$ cat config.mk
export PLATFORM = sky130hd
export DESIGN_NAME = key_conditioner
export DESIGN_NICKNAME = d
export VERILOG_FILES = /design/src/rtl/key_conditioner.sv
export SDC_FILE = /design/constraint.sdc
export NUM_CORES = 1
export LEC_CHECK = 0
export CAP_MARGIN = 20
export CORE_MARGIN = 2
export CORE_UTILIZATION = 35
export DETAILED_ROUTE_END_ITERATION = 10
export DONT_BUFFER_PORTS = 1
export REMOVE_ABC_BUFFERS = 1
export SLEW_MARGIN = 20
export SYNTH_ARGS = -nofsm -noshare
export SYNTH_HDL_FRONTEND = slang
export SYNTH_SLANG_ARGS = --single-unit
$ cat constraint.sdc
create_clock -name clk -period 6.05 [get_ports clk]
set_input_delay 0.605 -clock clk [delete_from_list [all_inputs] [get_ports clk]]
set_output_delay 0.605 -clock clk [all_outputs]
set_load 0.05 [all_outputs]
$ cat src/rtl/key_conditioner.sv
// key_conditioner: synchronise and debounce buttons/switches, emit clean levels and one-cycle events; long-press detection built only when KEY_LONG_PRESS_EN is defined
module key_conditioner #(
  parameter int N_BTN       = 2,
  parameter int N_SW        = 8,
  parameter int DB_CYCLES   = 20000,
  parameter int LONG_CYCLES = 1000000
) (
  input  logic             clk,
  input  logic             rst,
  input  logic [N_BTN-1:0] btn_in,
  input  logic [N_SW-1:0]  sw_in,
  output logic [N_BTN-1:0] btn_level,
  output logic [N_BTN-1:0] btn_press,
  output logic [N_BTN-1:0] btn_release,
  output logic [N_BTN-1:0] btn_long,
  output logic [N_SW-1:0]  sw_level,
  output logic             sw_change
);
  localparam int N = N_BTN + N_SW;
  localparam int CW = $clog2(DB_CYCLES);
  localparam logic [CW-1:0] DB_MAX = CW'(DB_CYCLES - 1);
`ifdef KEY_LONG_PRESS_EN
  typedef enum logic [1:0] {IDLE, HELD, LONG} state_t;
  localparam int HW = $clog2(LONG_CYCLES);
  localparam logic [HW-1:0] H_MAX = HW'(LONG_CYCLES - 1);
  logic [HW-1:0]    hold_q [N_BTN];
  logic [HW-1:0]    hold_d [N_BTN];
  logic [N_BTN-1:0] long_q, long_d;
`else
  typedef enum logic {IDLE, HELD} state_t;
`endif
  logic [N-1:0]     sync1_q, sync2_q, lvl_q, lvl_d, acc;
  logic [CW-1:0]    cnt_q [N];
  logic [CW-1:0]    cnt_d [N];
  logic [N_BTN-1:0] rise, fall, press_q, press_d, rel_q, rel_d;
  logic             chg_q, chg_d;
  state_t           st_q [N_BTN];
  state_t           st_d [N_BTN];

  assign rise = acc[N_BTN-1:0] & sync2_q[N_BTN-1:0];
  assign fall = acc[N_BTN-1:0] & ~sync2_q[N_BTN-1:0];
  assign chg_d = |acc[N-1:N_BTN];
  assign btn_level = lvl_q[N_BTN-1:0];
  assign sw_level = lvl_q[N-1:N_BTN];
  assign btn_press = press_q;
  assign btn_release = rel_q;
  assign sw_change = chg_q;
`ifdef KEY_LONG_PRESS_EN
  assign btn_long = long_q;
`else
  assign btn_long = '0;
`endif

  // Debounce: count consecutive disagreeing samples, accept the new level on the last one
  always_comb begin
    for (int i = 0; i < N; i++) begin
      acc[i] = (sync2_q[i] != lvl_q[i]) && (cnt_q[i] == DB_MAX);
      cnt_d[i] = (sync2_q[i] == lvl_q[i] || acc[i]) ? '0 : cnt_q[i] + 1'b1;
      lvl_d[i] = acc[i] ? sync2_q[i] : lvl_q[i];
    end
  end

  // Per-button press FSM driven by accepted transitions
  always_comb begin
    for (int b = 0; b < N_BTN; b++) begin
      st_d[b] = st_q[b];
      press_d[b] = 1'b0;
      rel_d[b] = 1'b0;
`ifdef KEY_LONG_PRESS_EN
      long_d[b] = 1'b0;
      hold_d[b] = hold_q[b];
`endif
      case (st_q[b])
        IDLE: if (rise[b]) begin
          st_d[b] = HELD;
          press_d[b] = 1'b1;
`ifdef KEY_LONG_PRESS_EN
          hold_d[b] = '0;
`endif
        end
        HELD: begin
          if (fall[b]) begin
            st_d[b] = IDLE;
            rel_d[b] = 1'b1;
          end
`ifdef KEY_LONG_PRESS_EN
          else if (hold_q[b] == H_MAX) begin
            st_d[b] = LONG;
            long_d[b] = 1'b1;
          end
          else hold_d[b] = hold_q[b] + 1'b1;
`endif
        end
`ifdef KEY_LONG_PRESS_EN
        LONG: if (fall[b]) begin
          st_d[b] = IDLE;
          rel_d[b] = 1'b1;
        end
`endif
        default: st_d[b] = IDLE;
      endcase
    end
  end

  // State registers; synchronisers cleared so nothing fires on reset release
  always_ff @(posedge clk or posedge rst) begin
    if (rst) begin
      sync1_q <= '0;
      sync2_q <= '0;
      lvl_q <= '0;
      press_q <= '0;
      rel_q <= '0;
      chg_q <= 1'b0;
      for (int i = 0; i < N; i++) cnt_q[i] <= '0;
      for (int b = 0; b < N_BTN; b++) st_q[b] <= IDLE;
`ifdef KEY_LONG_PRESS_EN
      long_q <= '0;
      for (int b = 0; b < N_BTN; b++) hold_q[b] <= '0;
`endif
    end else begin
      sync1_q <= {sw_in, btn_in};
      sync2_q <= sync1_q;
      lvl_q <= lvl_d;
      press_q <= press_d;
      rel_q <= rel_d;
      chg_q <= chg_d;
      for (int i = 0; i < N; i++) cnt_q[i] <= cnt_d[i];
      for (int b = 0; b < N_BTN; b++) st_q[b] <= st_d[b];
`ifdef KEY_LONG_PRESS_EN
      long_q <= long_d;
      for (int b = 0; b < N_BTN; b++) hold_q[b] <= hold_d[b];
`endif
    end
  end
endmodule

Fig. 1: run 1, metal 1
Scale: 2 px per um. Cells faint in the background.
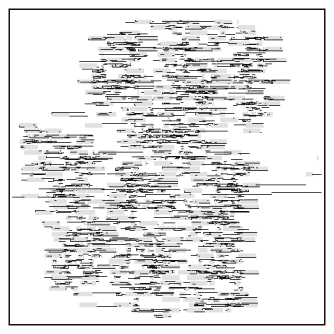
754 nets have wire on it. The wires run mostly horizontal. The layer carries 6410 um of wire. The longest straight run is 35.0 um.

Fig. 2: run 1, the metal 2 layer
Scale: 3 px per um.
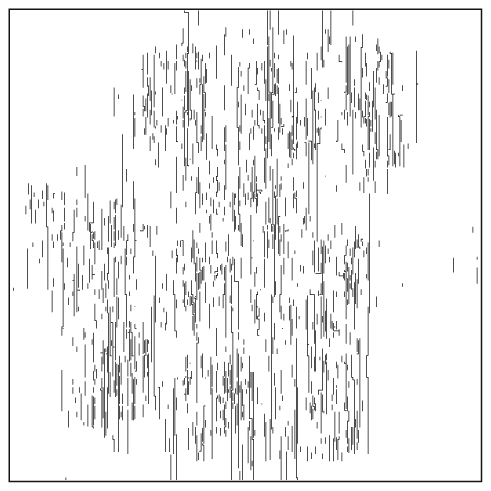
The longest straight run is 46.4 um. 644 nets have wire on it. The layer holds 47% of the routed length. The wires run mostly vertical.

==> notes.md, run 1 <==
Reports from this run.

- The flow ran to the end, and the final reports show no timing, DRC or antenna violations.
- The count of hold-fix buffers inserted at cts is 0.
- The total length of routed wires is 13200 um.
- The area of all placed cells without fillers reads around 9100 um2.
- The wire length of the first global-routing pass reads approximately 23000 um.
- The buffer count from post-CTS setup fixing reads 0.
- CTS added clock buffers totalling 17.
- The beginning of the critical path is cnt_q[6].
- The number of antenna violations at the first check in global routing was 0.
- The number of setup violations in the final report is 0.
- The number of distinct library cells after synthesis reads 33.
- The library cell occupying the most area in the post-synthesis netlist reads sky130_fd_sc_hd__dfrtp_1.
- The longest incremental delay of any stage on the critical path is reported as 0.54 ns.
- Of all nets on the critical path, the largest fanout is 13.
- The register share of the cell area is 51.15%.
- Among all flip-flop cells after synthesis, the most frequent one is sky130_fd_sc_hd__dfrtp_1.
- The area of the synthesized netlist per yosys stat is 8187 um2.
- The slowest cell on the critical path is sky130_fd_sc_hd__or4b_1.
- The detailed router finished its first iteration with roughly 180 violations.
- The clock network area share reads 5.972%.
- Across the run, the number of max-cap violations was 0.
- The count of warning messages emitted by the tools is 27.
- The final RePlAce weighted congestion is 0.7572.
Fig. 3: run 1, metal 3
Scale: 2 px per um. Cells faint in the background.
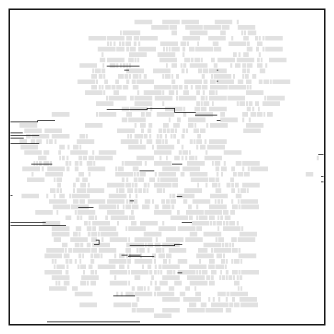
The longest straight run is 46.2 um. The wires run mostly horizontal. The layer holds 2.6% of the routed length.

## run 1: synthesized netlist by cell type (10+ instances only)
| cell | n |
|---|---|
| sky130_fd_sc_hd__nor2_1 | 168 |
| sky130_fd_sc_hd__nand4_1 | 36 |
| sky130_fd_sc_hd__inv_1 | 17 |
| sky130_fd_sc_hd__xor2_1 | 98 |
| sky130_fd_sc_hd__nand3_1 | 41 |
| sky130_fd_sc_hd__nand2_1 | 62 |
| sky130_fd_sc_hd__nor3_1 | 26 |
| sky130_fd_sc_hd__ha_1 | 10 |
| sky130_fd_sc_hd__xnor2_1 | 41 |
| sky130_fd_sc_hd__and3_1 | 26 |
| sky130_fd_sc_hd__dfrtp_1 | 185 |
| sky130_fd_sc_hd__mux2_2 | 10 |
## run 1: through the flow
step | instances | hold slack (ns)
floorplan | 768 | 0.3312
global placement | 1082 | 0.3324
detailed placement | 1082 | 0.3347
CTS | 1113 | 0.1860
global route | 1113 | 0.1789
finish | 1113 | 0.1743
## run 1: cells by family (layout without fill, tap and decap cells)
family / Yosys count / count (layout)
simple gates: 401 / 401
flops: 185 / 185
xor+xnor: 139 / 139
buf+inv: 31 / 49
fa+ha+maj: 10 / 10
mux: 10 / 10
compound gates: 4 / 4
other cells: 1 / 2
## run 1: registers in the layout, indices dropped and copies added (netlist names)
register and flops:
sync1_q 10, sw_change 1, lvl_q 10, btn_release 2
btn_press 2, cnt_q 150, sync2_q 10
## run 1: metal layers
layer | vias up | share of wire (%) | GRT usage (%)
li1 | 2595 | - | -
met1 | 2459 | 49 | 14.77
met2 | 47 | 47 | 19.17
met3 | 14 | 2.6 | 2.919
met4 | 0 | 1.5 | 4.325
met5 | - | 0 | 0
## run 1: power by group
group          total (uW)  switching (uW)  internal, uW
registers            1280            18.3          1260
logic                76.9            56.7          20.2
clock network        1020             458           557
total                2370             533          1840
==> inputs of run 2 (changes only) <==
==> constraint.sdc (replaced) <==
create_clock -name clk -period 1.8 [get_ports clk]
set_input_delay 0.18 -clock clk [delete_from_list [all_inputs] [get_ports clk]]
set_output_delay 0.18 -clock clk [all_outputs]
set_load 0.05 [all_outputs]
Fig. 4: run 2, metal 3
Scale: 2 px per um. Cells faint in the background.
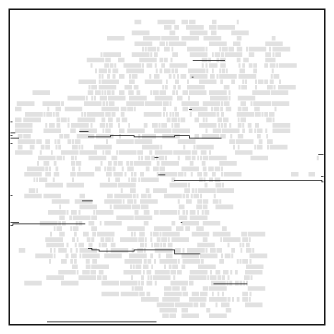
The layer holds 2.6% of the routed length. The wires run mostly horizontal. The longest straight run is 73.8 um. 15 nets have wire on it.

Fig. 5: run 2, signal wires on met4
Scale: 2 px per um. Cells faint in the background.
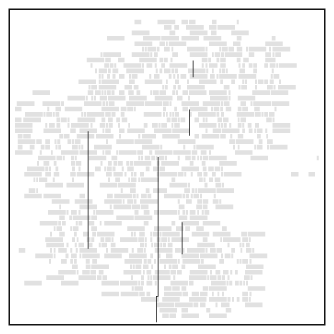
The wires run mostly vertical. The layer holds 1.3% of the routed length. 2 nets have wire on it. The longest straight run is 69.5 um. The layer carries 178 um of wire.

==> run 2 against run 1 <==
  * Count of clock-buffer cells in the layout shrank 3
  * Setup slack lost 4.0 ns
  * Via count grew 2.0%
  * Global-route usage grew 0.75 points
  * Non-clock buffer count grew 45
  * Sequential power grew to 3.4 times the previous value
  * Die area is the same
  * Register-to-register slack lost 4.0 ns
  * Critical path depth shrank 2
  * Synthesized cell count is the same
  * Maximum frequency grew 14%
  * Largest cell class unchanged
  * Largest power group unchanged
==> notes.md, run 2 <==
Reports from this run.

- The maximum single-stage delay on the critical path is 0.57 ns (+0.03 ns).
- The later pin in the worst-skew pair is clocked with a latency of 0.43 ns.
- The most repeated cell in the gate-level netlist after synthesis reads sky130_fd_sc_hd__dfrtp_1.
- The number of setup violations in the final report is 0 (unchanged).
- The tally of max-capacitance violations reads 0 (unchanged).
- Adding up every negative setup slack in the final design gives 0 ns.
- The proportion of power drawn by the clock network came to 42.9% (about the same).
- The most frequently used flop master after synthesis is sky130_fd_sc_hd__dfrtp_1.
- The switching power as a share of total power was 23.97% (+1.5 points).
- By area the synthesized netlist is led by sky130_fd_sc_hd__dfrtp_1, sky130_fd_sc_hd__xor2_1, sky130_fd_sc_hd__nor2_1.
- The wire length on met3 is 361 um (+5.9%).
- The sequential fraction of design power is 53.1% (-0.8 points).
- The run finished with clean final reports.
- The flip-flop count of the largest register, all copies and words added reads 150 (unchanged).
- The post-synthesis cell count from yosys reads 781.
- The startpoint of the worst-slack reg-to-reg timing path reads cnt_q[57].
- The met2 usage in global routing is 19.86% (+0.69 points).
- The met1 demand-to-capacity share in global routing is 16.19% (+1.4 points).
- cnt_q holds more flip-flops than any other register.
- The layer flagged by global routing as most heavily used is met2.
- The internal cell power is 6145 uW (+230%).
- STA classifies the critical path endpoint as a flop.
- The post-detailed-placement cell area is 8776 um2.
- The slowest stage of the critical path belongs to the cell sky130_fd_sc_hd__or4b_1.
- The met2 wire length is 6491 um (+3.9%).
- The clock buffer count from CTS reads 17 (unchanged).
- The maximum fanout along the worst path was 3 (-10).
- The highest metal layer carrying signal wires in the routed design is met4.
- Counting flops and latches in the post-synthesis netlist gives 185.
- The most common logic cell in the final layout is sky130_fd_sc_hd__dfrtp_1.
- The number of antenna violations at the first check in global routing came to 0 (unchanged).
- The beginning of the critical path is cnt_q[57].
- The number of placed instances, taps included is 1114 (+3.0%).
- The routed metal-1 wirelength is 6866 um (+7.1%).
- The wire length of the first global-routing pass is 24660 um (+6.1%).
- The synthesis run shows the most used standard cells to be sky130_fd_sc_hd__dfrtp_1, sky130_fd_sc_hd__nor2_1, sky130_fd_sc_hd__xor2_1.
- The detailed-route via count is 5219.
- The library cell occupying the most area in the post-synthesis netlist reads sky130_fd_sc_hd__dfrtp_1.
- The initial detailed-routing violation count was 273 (+50%).
- The met3 capacity usage during global routing is 3.084% (+0.17 points).
- The CTS clock-pin slew for the worst setup and hold paths reads approximately 0.07 ns.
- The number of distinct library cells after synthesis is 33 (unchanged).
- The area of the synthesized netlist per yosys stat is 8187 um2 (unchanged).
- The share of power burned in combinational logic reads 4.0% (+0.8 points).
- The filler-free cell count of the finished design is 1159 (+4.1%).
- The count of warning messages emitted by the tools is 25 (-7.4%).
- The final RePlAce weighted congestion is 0.7536 (-0.48%).
- The area of all placed cells without fillers reads 9502 um2 (+5.0%).
- The net switching power of the design is 1938 uW (+260%).
- The total length of routed wires is 13900 um (+5.3%).
==> run 2: cell counts after synthesis <==
Identical to the previous run, type by type.
==> run 2: power by group through the flow <==
stage	combinational [uW]	clock [uW]	sequential [uW]
finish	319	3470	4290
global placement	303	0	4370
floorplan	208	0	4360
CTS	329	3600	4290
detailed placement	305	0	4370
global route	379	3760	4300
==> run 2: timing repair <==
action                                  4_1_cts  5_1_grt
endpoints found under the setup margin       15       97
setup buffers                                 0        2
hold buffers                                 11        0
endpoints found under the hold margin        68        0
gates cloned                                  0        0
pin swaps                                     0        4
gates resized                                 3       11
==> run 2: through the flow <==
stage	total power, uW	setup WS, ns	hold slack, ns
after detailed placement	4677	-0.03976	0.1021
after floorplan	4569	-3.409	0.2114
final	8083	0.08542	0.2981
after global placement	4673	0.02335	0.09990
after global routing	8436	0.004261	0.2769
after CTS	8222	0.02483	0.2738
==> run 2: kinds of logic (layout without fill, tap and decap cells) <==
kind of cell	count (synthesis)	count (layout)	share of synthesized area, %
and+or+nand+nor	401	401	23.51
buffers and inverters	31	95	1.834
other	1	2	0.04581
DFF	185	185	56.55
AOI/OAI and AO/OA	4	4	0.2904
xor gates and xnor gates	139	139	14.87
muxes	10	10	1.376
adders and majority gates	10	10	1.528
==> run 2: final cells by class <==
| cell class | count | area (um2) | share of cell area, % |
|---|---|---|---|
| Sequential cell | 185 | 4629 | 48.72 |
| Multi-Input combinational cell | 566 | 3467 | 36.49 |
| Clock buffer | 18 | 429.2 | 4.517 |
| Timing Repair Buffer | 46 | 397.9 | 4.188 |
| Tap cell | 313 | 391.6 | 4.122 |
| Clock inverter | 14 | 115.1 | 1.211 |
| Inverter | 17 | 71.32 | 0.7506 |
Power is estimated from default activity; no workload was simulated.
